==> src/rtl/dll_discriminator_mc_pkg.sv <==
// -----------------------------------------------------------------------------
// dll_discriminator_mc_pkg
// Shared definitions for the multi-channel DLL discriminator:
//   - default parameter values (operand, scale, tag and queue widths)
//   - engine FSM state encoding (IDLE, NORM, MULT, DIV, DONE)
// No ports; imported by the interface, the top and the divider.
// -----------------------------------------------------------------------------
package dll_discriminator_mc_pkg;

  localparam int               DEF_I2Q2_WIDTH  = 38;
  localparam int               DEF_OP_WIDTH    = 10;
  localparam int               DEF_SCALE_WIDTH = 10;
  localparam logic [9:0]       DEF_SCALE       = 10'd768;  // C=3 in Q.8
  localparam int               DEF_SCALE_SHIFT = 8;
  localparam int               DEF_SHIFT_WIDTH = 8;
  localparam int               DEF_TAG_WIDTH   = 4;
  localparam int               DEF_FIFO_DEPTH  = 4;

  typedef enum logic [2:0] {
    ST_IDLE = 3'd0,
    ST_NORM = 3'd1,
    ST_MULT = 3'd2,
    ST_DIV  = 3'd3,
    ST_DONE = 3'd4
  } eng_state_e;

endpackage

==> src/rtl/dll_discriminator_mc_if.sv <==
// -----------------------------------------------------------------------------
// dll_discriminator_mc_if
// Bundles the input handshake (in_valid/in_ready, tag, early/late I2Q2) and
// the result handshake (out_valid/out_ready, tag, direction, amount,
// div_zero) plus the busy flag.
//   master : producer/consumer side (drives inputs, out_ready)
//   slave  : the discriminator
// -----------------------------------------------------------------------------
interface dll_discriminator_mc_if
  import dll_discriminator_mc_pkg::*;
#(
  parameter int I2Q2_WIDTH  = DEF_I2Q2_WIDTH,
  parameter int TAG_WIDTH   = DEF_TAG_WIDTH,
  parameter int SHIFT_WIDTH = DEF_SHIFT_WIDTH
) ();

  logic                   in_valid;
  logic                   in_ready;
  logic [TAG_WIDTH-1:0]   in_tag;
  logic [I2Q2_WIDTH-1:0]  i2q2_early;
  logic [I2Q2_WIDTH-1:0]  i2q2_late;
  logic                   out_valid;
  logic                   out_ready;
  logic [TAG_WIDTH-1:0]   result_tag;
  logic                   shift_direction;
  logic [SHIFT_WIDTH-1:0] shift_amount;
  logic                   div_zero;
  logic                   busy;

  modport master (
    output in_valid, in_tag, i2q2_early, i2q2_late, out_ready,
    input  in_ready, out_valid, result_tag, shift_direction, shift_amount,
           div_zero, busy
  );

  modport slave (
    input  in_valid, in_tag, i2q2_early, i2q2_late, out_ready,
    output in_ready, out_valid, result_tag, shift_direction, shift_amount,
           div_zero, busy
  );

endinterface

==> src/rtl/dll_discriminator_mc_seq_divider.sv <==
// -----------------------------------------------------------------------------
// dll_discriminator_mc_seq_divider
// Restoring radix-2 divider, one quotient bit per cycle, MSB first.
// The cycle carrying start_i already performs the first iteration, so a
// division occupies exactly NUM_W cycles counted from the start cycle.
// Ports:
//   clk, rst     : clock, synchronous active-high reset (control only)
//   start_i      : load numer_i/denom_i and run the first iteration
//   numer_i      : NUM_W-bit dividend
//   denom_i      : DEN_W-bit divisor
//   done_o       : high in the cycle that performs the last iteration
//   quotient_o   : result, forced to 0 when the divisor was 0
//   div_zero_o   : divisor of the current/last division was 0
// -----------------------------------------------------------------------------
module dll_discriminator_mc_seq_divider #(
  parameter int NUM_W = 20,
  parameter int DEN_W = 10
) (
  input  logic             clk,
  input  logic             rst,
  input  logic             start_i,
  input  logic [NUM_W-1:0] numer_i,
  input  logic [DEN_W-1:0] denom_i,
  output logic             done_o,
  output logic [NUM_W-1:0] quotient_o,
  output logic             div_zero_o
);

  localparam int CNT_W = $clog2(NUM_W) + 1;

  logic [CNT_W-1:0] cnt_q, cnt_d;
  logic [DEN_W-1:0] rem_q, den_q;
  logic [NUM_W-1:0] num_q, quo_q;
  logic             dz_q;

  logic             step;
  logic [DEN_W-1:0] rem_in, den_in, rem_nx;
  logic [NUM_W-1:0] num_in, quo_nx;
  logic [DEN_W:0]   trial;
  logic             fits;

  always_comb begin
    step   = start_i || (cnt_q != '0);
    rem_in = start_i ? '0      : rem_q;
    num_in = start_i ? numer_i : num_q;
    den_in = start_i ? denom_i : den_q;
    trial  = {rem_in, num_in[NUM_W-1]};
    fits   = (trial >= {1'b0, den_in});
    // The remainder stays below the divisor, so dropping the top trial bit
    // is lossless whenever the divisor is non-zero.
    rem_nx = fits ? DEN_W'(trial - {1'b0, den_in}) : DEN_W'(trial);
    quo_nx = (start_i ? '0 : (quo_q << 1)) | NUM_W'(fits);
    cnt_d  = cnt_q;
    if (start_i) begin
      cnt_d = CNT_W'(NUM_W - 1);
    end else if (cnt_q != '0) begin
      cnt_d = cnt_q - CNT_W'(1);
    end
  end

  always_ff @(posedge clk) begin
    if (rst) begin
      cnt_q <= '0;
    end else begin
      cnt_q <= cnt_d;
    end
  end

  always_ff @(posedge clk) begin
    if (step) begin
      rem_q <= rem_nx;
      num_q <= num_in << 1;
      quo_q <= quo_nx;
    end
    if (start_i) begin
      den_q <= denom_i;
      dz_q  <= (denom_i == '0);
    end
  end

  assign done_o     = (cnt_q == CNT_W'(1));
  assign quotient_o = dz_q ? '0 : quo_q;
  assign div_zero_o = dz_q;

endmodule

==> src/rtl/dll_discriminator_mc.sv <==
// -----------------------------------------------------------------------------
// dll_discriminator_mc
// Multi-channel DLL discriminator. Tagged early/late I2Q2 pairs enter a small
// queue; a single engine computes shift = ((E-L)*K/(E+L)) >> SCALE_SHIFT via
// normalisation, a registered multiply and a sequential divider, returning
// results in push order with their tag.
// Ports:
//   clk           : system clock
//   global_reset  : synchronous, active-high reset
//   bus (slave)   : in_valid/in_ready/in_tag/i2q2_early/i2q2_late,
//                   out_valid/out_ready/result_tag/shift_direction/
//                   shift_amount/div_zero, busy
// Build option:
//   DLL_ROUND_EN  : round half-up before the final shift (else truncate)
// -----------------------------------------------------------------------------
module dll_discriminator_mc
  import dll_discriminator_mc_pkg::*;
#(
  parameter int                     I2Q2_WIDTH  = DEF_I2Q2_WIDTH,
  parameter int                     OP_WIDTH    = DEF_OP_WIDTH,
  parameter int                     SCALE_WIDTH = DEF_SCALE_WIDTH,
  parameter logic [SCALE_WIDTH-1:0] SCALE       = DEF_SCALE,
  parameter int                     SCALE_SHIFT = DEF_SCALE_SHIFT,
  parameter int                     SHIFT_WIDTH = DEF_SHIFT_WIDTH,
  parameter int                     TAG_WIDTH   = DEF_TAG_WIDTH,
  parameter int                     FIFO_DEPTH  = DEF_FIFO_DEPTH
) (
  input  logic                 clk,
  input  logic                 global_reset,
  dll_discriminator_mc_if.slave bus
);

  localparam int Q_W   = OP_WIDTH + SCALE_WIDTH;
  localparam int ACC_W = Q_W + 1;
  localparam int S_W   = I2Q2_WIDTH + 1;
  localparam int IDX_W = $clog2(S_W) + 1;
  localparam int PTR_W = $clog2(FIFO_DEPTH);
  localparam int CNT_W = PTR_W + 1;

  function automatic logic [IDX_W-1:0] msb_index(input logic [S_W-1:0] v);
    logic [IDX_W-1:0] idx;
    idx = '0;
    for (int i = 0; i < S_W; i++) begin
      if (v[i]) idx = IDX_W'(i);
    end
    return idx;
  endfunction

  function automatic logic [SHIFT_WIDTH-1:0] round_sat(input logic [Q_W-1:0] quo);
    logic [ACC_W-1:0] acc;
    logic [ACC_W-1:0] scaled;
    acc = {1'b0, quo};
`ifdef DLL_ROUND_EN
    acc = acc + (ACC_W'(1) << (SCALE_SHIFT - 1));
`endif
    scaled = acc >> SCALE_SHIFT;
    if (|scaled[ACC_W-1:SHIFT_WIDTH]) return '1;
    return scaled[SHIFT_WIDTH-1:0];
  endfunction

  // Input queue
  logic [TAG_WIDTH-1:0]  q_tag   [FIFO_DEPTH];
  logic [I2Q2_WIDTH-1:0] q_early [FIFO_DEPTH];
  logic [I2Q2_WIDTH-1:0] q_late  [FIFO_DEPTH];
  logic [PTR_W-1:0]      wr_ptr_q, wr_ptr_d, rd_ptr_q, rd_ptr_d;
  logic [CNT_W-1:0]      count_q, count_d;
  logic                  push, pop;
  logic [I2Q2_WIDTH-1:0] head_e, head_l;

  eng_state_e state_q, state_d;
  logic       div_first_q, div_first_d;

  // in_ready depends only on the registered count, never on out_ready.
  assign bus.in_ready = (count_q != CNT_W'(FIFO_DEPTH));
  assign push         = bus.in_valid && bus.in_ready;
  assign pop          = (state_q == ST_IDLE) && (count_q != '0);
  assign head_e       = q_early[rd_ptr_q];
  assign head_l       = q_late[rd_ptr_q];

  always_comb begin
    wr_ptr_d    = wr_ptr_q + PTR_W'(push);
    rd_ptr_d    = rd_ptr_q + PTR_W'(pop);
    count_d     = count_q + CNT_W'(push) - CNT_W'(pop);
    div_first_d = (state_q == ST_MULT);
  end

  always_ff @(posedge clk) begin
    if (global_reset) begin
      wr_ptr_q    <= '0;
      rd_ptr_q    <= '0;
      count_q     <= '0;
      state_q     <= ST_IDLE;
      div_first_q <= 1'b0;
    end else begin
      wr_ptr_q    <= wr_ptr_d;
      rd_ptr_q    <= rd_ptr_d;
      count_q     <= count_d;
      state_q     <= state_d;
      div_first_q <= div_first_d;
    end
  end

  always_ff @(posedge clk) begin
    if (push) begin
      q_tag[wr_ptr_q]   <= bus.in_tag;
      q_early[wr_ptr_q] <= bus.i2q2_early;
      q_late[wr_ptr_q]  <= bus.i2q2_late;
    end
  end

  // Stage p0: pop, sum / |difference| / direction
  logic [S_W-1:0]        sum_p0;
  logic [I2Q2_WIDTH-1:0] diff_p0;
  logic                  dir_p0;
  logic [TAG_WIDTH-1:0]  tag_p0;

  always_ff @(posedge clk) begin
    if (pop) begin
      sum_p0  <= {1'b0, head_e} + {1'b0, head_l};
      diff_p0 <= (head_e >= head_l) ? (head_e - head_l) : (head_l - head_e);
      // Strict compare already yields 0 when E == L (D == 0).
      dir_p0  <= (head_l > head_e);
      tag_p0  <= q_tag[rd_ptr_q];
    end
  end

  // Stage p1: normalise both operands by the same shift so the ratio holds
  logic [IDX_W-1:0]    norm_idx, norm_sh;
  logic [OP_WIDTH-1:0] sum_p1, diff_p1;

  always_comb begin
    norm_idx = msb_index(sum_p0 | {1'b0, diff_p0});
    norm_sh  = '0;
    if (norm_idx >= IDX_W'(OP_WIDTH)) begin
      norm_sh = norm_idx - IDX_W'(OP_WIDTH - 1);
    end
  end

  always_ff @(posedge clk) begin
    if (state_q == ST_NORM) begin
      sum_p1  <= OP_WIDTH'(sum_p0 >> norm_sh);
      diff_p1 <= OP_WIDTH'({1'b0, diff_p0} >> norm_sh);
    end
  end

  // Stage p2: registered product D*K
  logic [Q_W-1:0] prod_p2;

  always_ff @(posedge clk) begin
    if (state_q == ST_MULT) begin
      prod_p2 <= Q_W'(diff_p1) * Q_W'(SCALE);
    end
  end

  // Divide stage: Q_W cycles, started on the first DIV cycle
  logic           div_start, div_done, div_dz;
  logic [Q_W-1:0] div_quo;

  assign div_start = (state_q == ST_DIV) && div_first_q;

  dll_discriminator_mc_seq_divider #(
    .NUM_W (Q_W),
    .DEN_W (OP_WIDTH)
  ) u_div (
    .clk        (clk),
    .rst        (global_reset),
    .start_i    (div_start),
    .numer_i    (prod_p2),
    .denom_i    (sum_p1),
    .done_o     (div_done),
    .quotient_o (div_quo),
    .div_zero_o (div_dz)
  );

  // Engine control and result presentation
  always_comb begin
    state_d             = state_q;
    bus.out_valid       = 1'b0;
    bus.result_tag      = '0;
    bus.shift_direction = 1'b0;
    bus.shift_amount    = '0;
    bus.div_zero        = 1'b0;
    case (state_q)
      ST_IDLE: if (count_q != '0) state_d = ST_NORM;
      ST_NORM: state_d = ST_MULT;
      ST_MULT: state_d = ST_DIV;
      ST_DIV:  if (div_done) state_d = ST_DONE;
      ST_DONE: begin
        bus.out_valid       = 1'b1;
        bus.result_tag      = tag_p0;
        bus.shift_direction = dir_p0;
        bus.shift_amount    = round_sat(div_quo);
        bus.div_zero        = div_dz;
        if (bus.out_ready) state_d = ST_IDLE;
      end
      default: state_d = ST_IDLE;
    endcase
  end

  assign bus.busy = (state_q != ST_IDLE) || (count_q != '0);

endmodule
==> src/flat_wrapper.sv <==
// flat-port wrapper written by rule: the top's interface ports become plain ports
module dll_discriminator_mc_flat import dll_discriminator_mc_pkg::*;
#(
  parameter int                     I2Q2_WIDTH  = DEF_I2Q2_WIDTH,
  parameter int                     OP_WIDTH    = DEF_OP_WIDTH,
  parameter int                     SCALE_WIDTH = DEF_SCALE_WIDTH,
  parameter logic [SCALE_WIDTH-1:0] SCALE       = DEF_SCALE,
  parameter int                     SCALE_SHIFT = DEF_SCALE_SHIFT,
  parameter int                     SHIFT_WIDTH = DEF_SHIFT_WIDTH,
  parameter int                     TAG_WIDTH   = DEF_TAG_WIDTH,
  parameter int                     FIFO_DEPTH  = DEF_FIFO_DEPTH
)
  (clk, global_reset, bus_in_valid, bus_in_tag, bus_i2q2_early, bus_i2q2_late, bus_out_ready, bus_in_ready, bus_out_valid, bus_result_tag, bus_shift_direction, bus_shift_amount, bus_div_zero, bus_busy);
  dll_discriminator_mc_if #(.I2Q2_WIDTH(I2Q2_WIDTH), .TAG_WIDTH(TAG_WIDTH), .SHIFT_WIDTH(SHIFT_WIDTH)) bus_i ();
  input  logic clk;
  input  logic global_reset;
  input wire logic [$bits(bus_i.in_valid)-1:0] bus_in_valid;
  input wire logic [$bits(bus_i.in_tag)-1:0] bus_in_tag;
  input wire logic [$bits(bus_i.i2q2_early)-1:0] bus_i2q2_early;
  input wire logic [$bits(bus_i.i2q2_late)-1:0] bus_i2q2_late;
  input wire logic [$bits(bus_i.out_ready)-1:0] bus_out_ready;
  output wire logic [$bits(bus_i.in_ready)-1:0] bus_in_ready;
  output wire logic [$bits(bus_i.out_valid)-1:0] bus_out_valid;
  output wire logic [$bits(bus_i.result_tag)-1:0] bus_result_tag;
  output wire logic [$bits(bus_i.shift_direction)-1:0] bus_shift_direction;
  output wire logic [$bits(bus_i.shift_amount)-1:0] bus_shift_amount;
  output wire logic [$bits(bus_i.div_zero)-1:0] bus_div_zero;
  output wire logic [$bits(bus_i.busy)-1:0] bus_busy;
  assign bus_i.in_valid = bus_in_valid;
  assign bus_i.in_tag = bus_in_tag;
  assign bus_i.i2q2_early = bus_i2q2_early;
  assign bus_i.i2q2_late = bus_i2q2_late;
  assign bus_i.out_ready = bus_out_ready;
  assign bus_in_ready = bus_i.in_ready;
  assign bus_out_valid = bus_i.out_valid;
  assign bus_result_tag = bus_i.result_tag;
  assign bus_shift_direction = bus_i.shift_direction;
  assign bus_shift_amount = bus_i.shift_amount;
  assign bus_div_zero = bus_i.div_zero;
  assign bus_busy = bus_i.busy;
  dll_discriminator_mc #(.I2Q2_WIDTH(I2Q2_WIDTH), .OP_WIDTH(OP_WIDTH), .SCALE_WIDTH(SCALE_WIDTH), .SCALE(SCALE), .SCALE_SHIFT(SCALE_SHIFT), .SHIFT_WIDTH(SHIFT_WIDTH), .TAG_WIDTH(TAG_WIDTH), .FIFO_DEPTH(FIFO_DEPTH)) u_core (.clk(clk), .global_reset(global_reset), .bus(bus_i));
endmodule
==> config.mk <==
export PLATFORM = sky130hd
export DESIGN_NAME = dll_discriminator_mc_flat
export DESIGN_NICKNAME = d
export VERILOG_FILES = /design/src/rtl/dll_discriminator_mc_pkg.sv /design/src/rtl/dll_discriminator_mc_if.sv /design/src/rtl/dll_discriminator_mc_seq_divider.sv /design/src/rtl/dll_discriminator_mc.sv /design/src/flat_wrapper.sv
export SDC_FILE = /design/constraint.sdc
export NUM_CORES = 1
export LEC_CHECK = 0
export CAP_MARGIN = 10
export CORE_AREA = 2 2 199 279
export CTS_CLUSTER_SIZE = 12
export DETAILED_ROUTE_END_ITERATION = 6
export DIE_AREA = 0 0 201 281
export PLACE_DENSITY = 0.79
export SLEW_MARGIN = 5
export SYNTH_ARGS = -nofsm -noshare
export SYNTH_HDL_FRONTEND = slang
export SYNTH_SLANG_ARGS = --single-unit
==> constraint.sdc <==
create_clock -name clk -period 11.2 [get_ports clk]
set_input_delay 3.36 -clock clk [delete_from_list [all_inputs] [get_ports clk]]
set_output_delay 3.36 -clock clk [all_outputs]
set_load 0.01 [all_outputs]
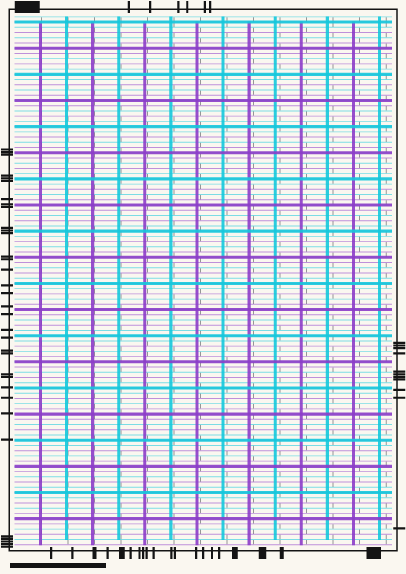
Run 1: supply network
The bar under the picture is 50 µm long. Pins as bars on the die edge. Tap cells in gray.
- VDD: cyan
- VSS: purple
- signal pins: 101
- met1 rails: 102
- met4 straps: 14
- rows: 101
- met5 straps: 20
core area: 53960 µm²
chip height: 281 µm
die extent in x: 201 µm

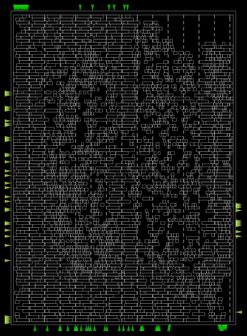
Run 1: cell placement
# Taps: 721
Rows: 101
flop share of the area: 45.41%
Final Util: 60.45%
Fillers: 4291

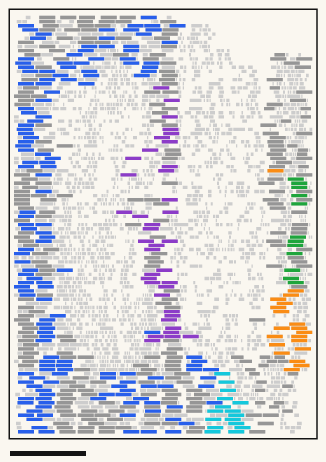
Run 1: register map, names as in the netlist
The bar under the picture is 50 µm long. Other sequential cells in the stronger gray, the rest of the logic in the fainter gray.
- u_core.q_early: blue (placed flops 152)
- u_core.prod_p2: green (placed flops 12; where east)
- u_core.q_tag: cyan (placed flops 16)
- u_core.diff_p0: purple (placed flops 38)
- u_core.u_div.quo_q: orange (placed flops 20; where south-east)
- not colored: 264
register area: 14810 µm²

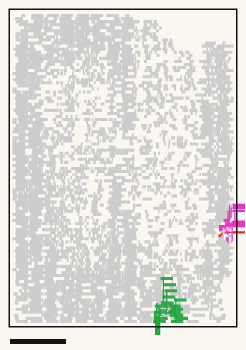
Run 1: I/O nets highlighted
The bar under the picture is 50 µm long.
- bus_in_tag: green (bits 4; direction input; end cells 16; buffers 4; wire 198 µm)
- bus_div_zero: red (bits 1; direction output; end cells 1; buffers 1; wire 12.8 µm)
- bus_shift_amount: magenta (bits 8; direction output; end cells 8; buffers 8; wire 142 µm)
num ports: 101
Port Buf Inserts: 100

run 1: flip-flops by register name (all words and copies together) (netlist names):
name	flops
u_core.count_q	3
u_core.diff_p0	38
u_core.diff_p1	10
u_core.dir_p0	1
u_core.div_first_q	1
u_core.prod_p2	12
u_core.q_early	152
u_core.q_late	152
u_core.q_tag	16
u_core.rd_ptr_q	2
u_core.state_q	3
u_core.sum_p0	38
u_core.sum_p1	10
u_core.tag_p0	4
u_core.u_div.cnt_q	6
u_core.u_div.den_q	10
u_core.u_div.div_zero_o	1
u_core.u_div.num_q	11
u_core.u_div.quo_q	20
u_core.u_div.rem_q	10
u_core.wr_ptr_q	2
run 1: metrics by stage:
| step | setup slack [ps] | instance area (µm²) | util (%) |
|---|---|---|---|
| 3_5_place_dp | 4453 | 31170 | 57.76 |
| 6_report | 4227 | 32620 | 60.45 |
| 2_1_floorplan | 1298 | 29460 | - |
| 3_3_place_gp | 4489 | 31170 | 57.76 |
| 5_1_grt | 3655 | 32620 | 60.45 |
| 4_1_cts | 4456 | 32620 | 60.45 |
run 1: layer usage:
layer / vias to the layer above / GRT usage [%] / wire, µm
li1: 9742 / - / -
met1: 10513 / 33.91 / 31320
met2: 830 / 54.10 / 43470
met3: 264 / 3.084 / 3895
met4: 0 / 17.82 / 5586
met5: - / 0 / 0
run 1: layout make-up:
type                            count  area (µm²)
Clock inverter                     11       77.57
Fill cell                        4291       21340
Inverter                          159       596.8
Multi-Input combinational cell   1762       13590
Timing Repair Buffer              136        1271
Clock buffer                       68        1370
Sequential cell                   502       14810
Tap cell                          721       902.1
==> impl_metrics.json, run 1 <==
{
  "hold_start": "u_core.diff_p1[0]",
  "worstSetupEndpointType": "register",
  "tool_warnings": 106,
  "grt_pass1_wl_um": 128700,
  "post-route-drc-count": 0,
  "max_stage_delay_ps": 1010,
  "cts_tree": "yes",
  "fin_crit_ps": 6973,
  "dieArea_um2": 56480,
  "area_leaders": "edfxtp_1, mux4_2, ha_1",
  "grt_overflow_total": 0,
  "syn-cell-area_um2": 29460,
  "rsz0062_at_grt": "no",
  "cts.path.max_buffers": 3,
  "most_common_cell": "edfxtp_1",
  "floorplan.nets": 2783,
  "hold_slack_ps": 460.7,
  "run_status": "finished clean",
  "critPathLaunchType": "register",
  "rr_worst_depth": 13,
  "n_antenna_cell": 0,
  "min_delay_path_depth": 0,
  "synthArstFlopShare_pct": 0,
  "drt-initial-drc-count": 1923,
  "min-delay-path-class": "register to register",
  "ys_top_logic_family": "AND-OR/OR-AND gates",
  "core_util_floorplan_pct": 54.59,
  "yosys_most_used_dff": "edfxtp_1",
  "grt_max_degree": 77,
  "final_cells": 3359,
  "r2r-start": "u_core.rd_ptr_q[0]",
  "max_freq_ghz": 0.1434,
  "final_cell_mix": "edfxtp_1, nand2_1, a21oi_1",
  "path_buffers": 2,
  "crit_type": "register to register",
  "postCtsHoldBufs": 0,
  "ys_sh_aoi_pct": 13.89,
  "synth.avg_cell_area_um2": 11.55,
  "clock-sinks": 502,
  "first_pass_iters": 5,
  "drive_above_1_share_pct": 9.477,
  "crit_path_max_fanout": 33,
  "setup_viol": 0,
  "timing.rr.end": "u_core.diff_p0[30]",
  "path_cells": "buf_4, mux4_2, ha_1, nand4_1, nor4_1, o21ai_0, and4_1, buf_4, nor2_1, a221oi_1, o311ai_0, a32oi_1, xnor2_1",
  "top_area_cell": "edfxtp_1",
  "required_ps": 11550,
  "edf_count": 475,
  "finalHoldViolations": 0,
  "postRouteAntennaNets": 0,
  "ys_sh_adder_pct": 6.481,
  "finalNetCount": 2844,
  "lay_top_count": "edfxtp_1",
  "wire_per_inst_um": 25.09,
  "mux_share_pct": 11.50,
  "synth-xor-area-share_pct": 2.646,
  "yosys_warnings": 0,
  "r2r_slack_ps": 4230,
  "ys_chip_area_um2": 29460,
  "relSlewSlack_pct": 26.79,
  "antenna_found_initial": 1,
  "setup_tns_ps": 0,
  "globalRouteTotalUtil_pct": 29.78,
  "tightestPinTransition_ps": 1088,
  "ys_ff": 502,
  "arrival_ps": 7320
}
Run 1, placement density heat map:
The bar under the picture is 50 µm long. The die is cut into 20 by 28 equal tiles; white is low, dark blue is high, 0 to 100% covered.
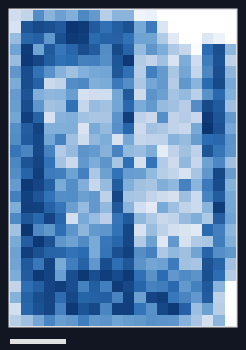

## Run 2: what changed since run 1
Clock period 11.2 ns to 7.1 ns, I/O delays scaled along.
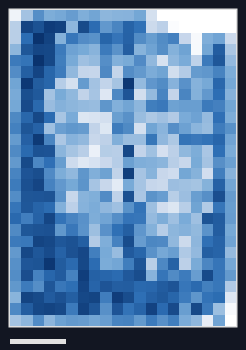
Run 2: placement density heat map
The bar under the picture is 50 µm long. The die is cut into 20 by 28 equal tiles; white is low, dark blue is high, 0 to 100% covered.
- nearly empty tiles: 2.5%
- fullest tile: 99%
- densest ninth of the die: south-west
- mean over tiles: 57%
- tiles over 75% full: 25%
Final Util: 61.19%
fp_density: 54.59%

==> impl_metrics.json, run 2 <==
{
  "syn-cell-area_um2": 29460,
  "max_freq_ghz": 0.1691,
  "drive_above_1_share_pct": 10.62,
  "min_delay_path_depth": 2,
  "lay_top_count": "edfxtp_1",
  "setup_viol": 0,
  "run_status": "finished clean",
  "yosys_warnings": 0,
  "r2r-start": "u_core.rd_ptr_q[0]",
  "r2r_slack_ps": 1190,
  "post-route-drc-count": 0,
  "globalRouteTotalUtil_pct": 30.94,
  "min-delay-path-class": "register to register",
  "path_buffers": 2,
  "core-area_um2": 53960,
  "rsz0062_at_grt": "no",
  "rows": 101,
  "io_pins": 101,
  "rr_worst_depth": 13,
  "wire_per_inst_um": 25.65,
  "ys_ff": 502,
  "floorplan.nets": 2783,
  "finalHoldViolations": 0,
  "fin_crit_ps": 5913,
  "port_buffers": 100,
  "ys_chip_area_um2": 29460,
  "postCtsHoldBufs": 0,
  "timing.rr.end": "u_core.diff_p0[28]",
  "first_pass_iters": 6,
  "tool_warnings": 106,
  "cts_tree": "yes",
  "synthArstFlopShare_pct": 0,
  "final_area_um2": 33020,
  "grt_pass1_wl_um": 133000,
  "fp.dieW_um": 201,
  "crit_type": "register to register",
  "critPathLaunchType": "register",
  "path_cells": "buf_12, mux4_2, ha_1, nand4_1, nor4_1, o21ai_0, nand4_1, buf_4, mux2_2, nor3_1, a211oi_1, a21oi_1, xnor2_1",
  "hold_start": "u_core.u_div.den_q[0]",
  "edf_count": 475
}
==> run 2: per-stage QoR <==
step,cells,setup WS [ps],hold slack (ps)
after floorplan,2550,859.9,424.0
after global placement,3312,1350,438.1
after detailed placement,3312,1283,463.8
after CTS,3394,1246,473.5
after global routing,3394,827.3,491.8
final,3394,1187,466.3
==> run 2: cell type report <==
class | instances | area (µm²) | area share [%]
Clock buffer | 67 | 1356 | 4.108
Clock inverter | 15 | 161.4 | 0.4888
Inverter | 159 | 596.8 | 1.808
Multi-Input combinational cell | 1762 | 13590 | 41.16
Sequential cell | 502 | 14810 | 44.86
Tap cell | 721 | 902.1 | 2.732
Timing Repair Buffer | 168 | 1599 | 4.843
==> run 2: layer usage <==
layer	track usage, %	wire length (µm)	share of wire, %
met1	35.83	32230	37
met2	54.93	44490	51
met3	3.432	4260	4.9
met4	19.47	6096	7.0
met5	0	0	0
==> run 2: logic make-up (layout without fill, tap and decap cells) <==
family / count (synthesis) / in the layout / share of synthesized area (%)
simple gates: 682 / 682 / 11.33
compound gates: 613 / 613 / 13.89
mux: 229 / 229 / 11.50
flops: 502 / 502 / 50.25
xor+xnor: 89 / 89 / 2.646
buf+inv: 286 / 409 / 3.895
fa+ha+maj: 149 / 149 / 6.482
==> run 2: worst max path at each step <==
stage	from	endpoint	slack, ps	depth (start not counted)
3_5_place_dp	u_core.rd_ptr_q[0]	u_core.diff_p0[28]	1280	13
6_report	u_core.rd_ptr_q[0]	u_core.diff_p0[28]	1190	13
3_3_place_gp	u_core.rd_ptr_q[0]	u_core.diff_p0[28]	1350	13
4_1_cts	u_core.rd_ptr_q[0]	u_core.diff_p0[28]	1250	13
2_1_floorplan	bus_in_valid	u_core.q_early[2][0]	860	4
5_1_grt	u_core.rd_ptr_q[0]	u_core.diff_p0[34]	830	13
Run 2, I/O nets highlighted:
The bar under the picture is 50 µm long.
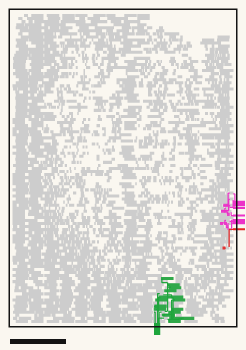

## Run 3: what changed since run 2
Settings changed: PLACE_DENSITY 0.79 to 0.82.
Clock period 7.1 ns to 4.8 ns, I/O delays scaled along.
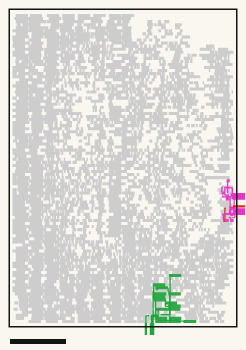
Run 3: I/O nets highlighted
The bar under the picture is 50 µm long.
- bus_div_zero: red (bits 1; direction output; end cells 1; buffers 1; wire 17.8 µm)
- bus_shift_amount: magenta (bits 8; direction output; end cells 8; buffers 8; wire 156 µm)
- bus_in_tag: green (bits 4; direction input; end cells 16; buffers 4; wire 248 µm)

==> impl_metrics.json, run 3 <==
{
  "worstSetupEndpointType": "register",
  "grt_pass1_wl_um": 142300,
  "final_area_um2": 37070,
  "cts.path.max_buffers": 3,
  "max_freq_ghz": 0.1976,
  "core-area_um2": 53960,
  "violations": "setup timing",
  "place_ws_ps": -588.4,
  "crit_path_max_fanout": 4,
  "yosys_most_used_dff": "edfxtp_1",
  "arrival_ps": 5420,
  "setup_viol": 5,
  "relSlewSlack_pct": 25.89,
  "area_leaders": "edfxtp_1, mux4_2, ha_1",
  "simple_gate_share_pct": 11.33,
  "fin_crit_ps": 5060,
  "syn-cell-area_um2": 29460,
  "setup_tns_ps": -371.2,
  "clock-sinks": 502,
  "fp.dieW_um": 201,
  "edf_count": 475,
  "fillCellCount": 3869,
  "synthArstFlopShare_pct": 0,
  "floorplan.nets": 2783,
  "ys_sh_adder_pct": 6.481,
  "min-delay-path-class": "register to register",
  "required_ps": 5160,
  "postRouteAntennaNets": 0,
  "antenna_found_initial": 2,
  "grt_overflow_total": 0,
  "ys_ff": 502,
  "path_cells": "o31a_1, o211a_1, o211ai_1, a21boi_2, nor2_2, clkinv_2, ha_4, nor2_4, or4b_4, a211oi_4, buf_6, a21oi_4, buf_6, o21ai_4, mux4_2, a2111oi_4, and4b_1",
  "drt-initial-drc-count": 2347,
  "die.size.y_um": 281,
  "dpl-instance-area_um2": 34170,
  "synth.avg_cell_area_um2": 11.55,
  "post-route-drc-count": 0,
  "io_pins": 101,
  "top_regs": "u_core.q_early x152, u_core.q_late x152",
  "drive_above_1_share_pct": 25.22,
  "yosys_warnings": 0,
  "crit_type": "register to register",
  "placed_cells": 3649,
  "utilization_pct": 68.70,
  "n_antenna_cell": 0,
  "finalNetCount": 3275,
  "first_pass_iters": 5,
  "wire_per_inst_um": 25.54,
  "dieArea_um2": 56480,
  "fin_ws_ps": -259.6,
  "globalRouteTotalUtil_pct": 33.42,
  "max_stage_delay_ps": 650,
  "run_status": "finished, violations left",
  "lay_top_count": "edfxtp_1",
  "rsz0062_at_grt": "yes",
  "grt_max_degree": 81,
  "rows": 101,
  "most_common_cell": "edfxtp_1",
  "final_cells": 3798,
  "synth-xor-area-share_pct": 2.646,
  "hold_slack_ps": 453.8
}
[run 3: worst paths after layout]
kind	end	start	cells after the start	slack (ps)
max	u_core.diff_p1[4]	u_core.sum_p0[2]	17	-260
max reg2reg	u_core.diff_p1[4]	u_core.sum_p0[2]	17	-260
min reg2reg	u_core.u_div.den_q[0]	u_core.u_div.den_q[0]	2	450
min	u_core.u_div.den_q[0]	u_core.u_div.den_q[0]	2	450
[run 3: final cells by class]
cell class	count	area, µm²	share of cell area [%]
Clock inverter	12	130.1	0.3510
Tap cell	721	902.1	2.433
Multi-Input combinational cell	1762	14260	38.46
Inverter	159	598.1	1.613
Sequential cell	502	14810	39.95
Timing Repair Buffer	566	4961	13.38
Clock buffer	76	1411	3.807
[run 3: worst register-to-register path: cells and delay by family, from the launching register on]
family / cells / cell delay [ps]
muxes: 1 / 600
and+or+nand+nor: 4 / 1050
buffers and inverters: 3 / 370
DFF: 1 / 400
adders and majority gates: 1 / 170
AOI/OAI and AO/OA: 8 / 2210
[run 3: metal layers]
metal  wire [µm]  track usage (%)  up-vias
met2       49800            60.86     1092
li1            -                -    10629
met3        5583            5.067      381
met5          13                0        -
met4        7998            22.87        2
met1       33610            35.70    11550
[run 3: timing repair]
action / 4_1_cts / 5_1_grt
endpoints found under the setup margin: 29 / 36
pin swaps: 17 / 47
hold buffers: 0 / 0
resized: 53 / 118
buffers inserted: 22 / 41
gates cloned: 0 / 3
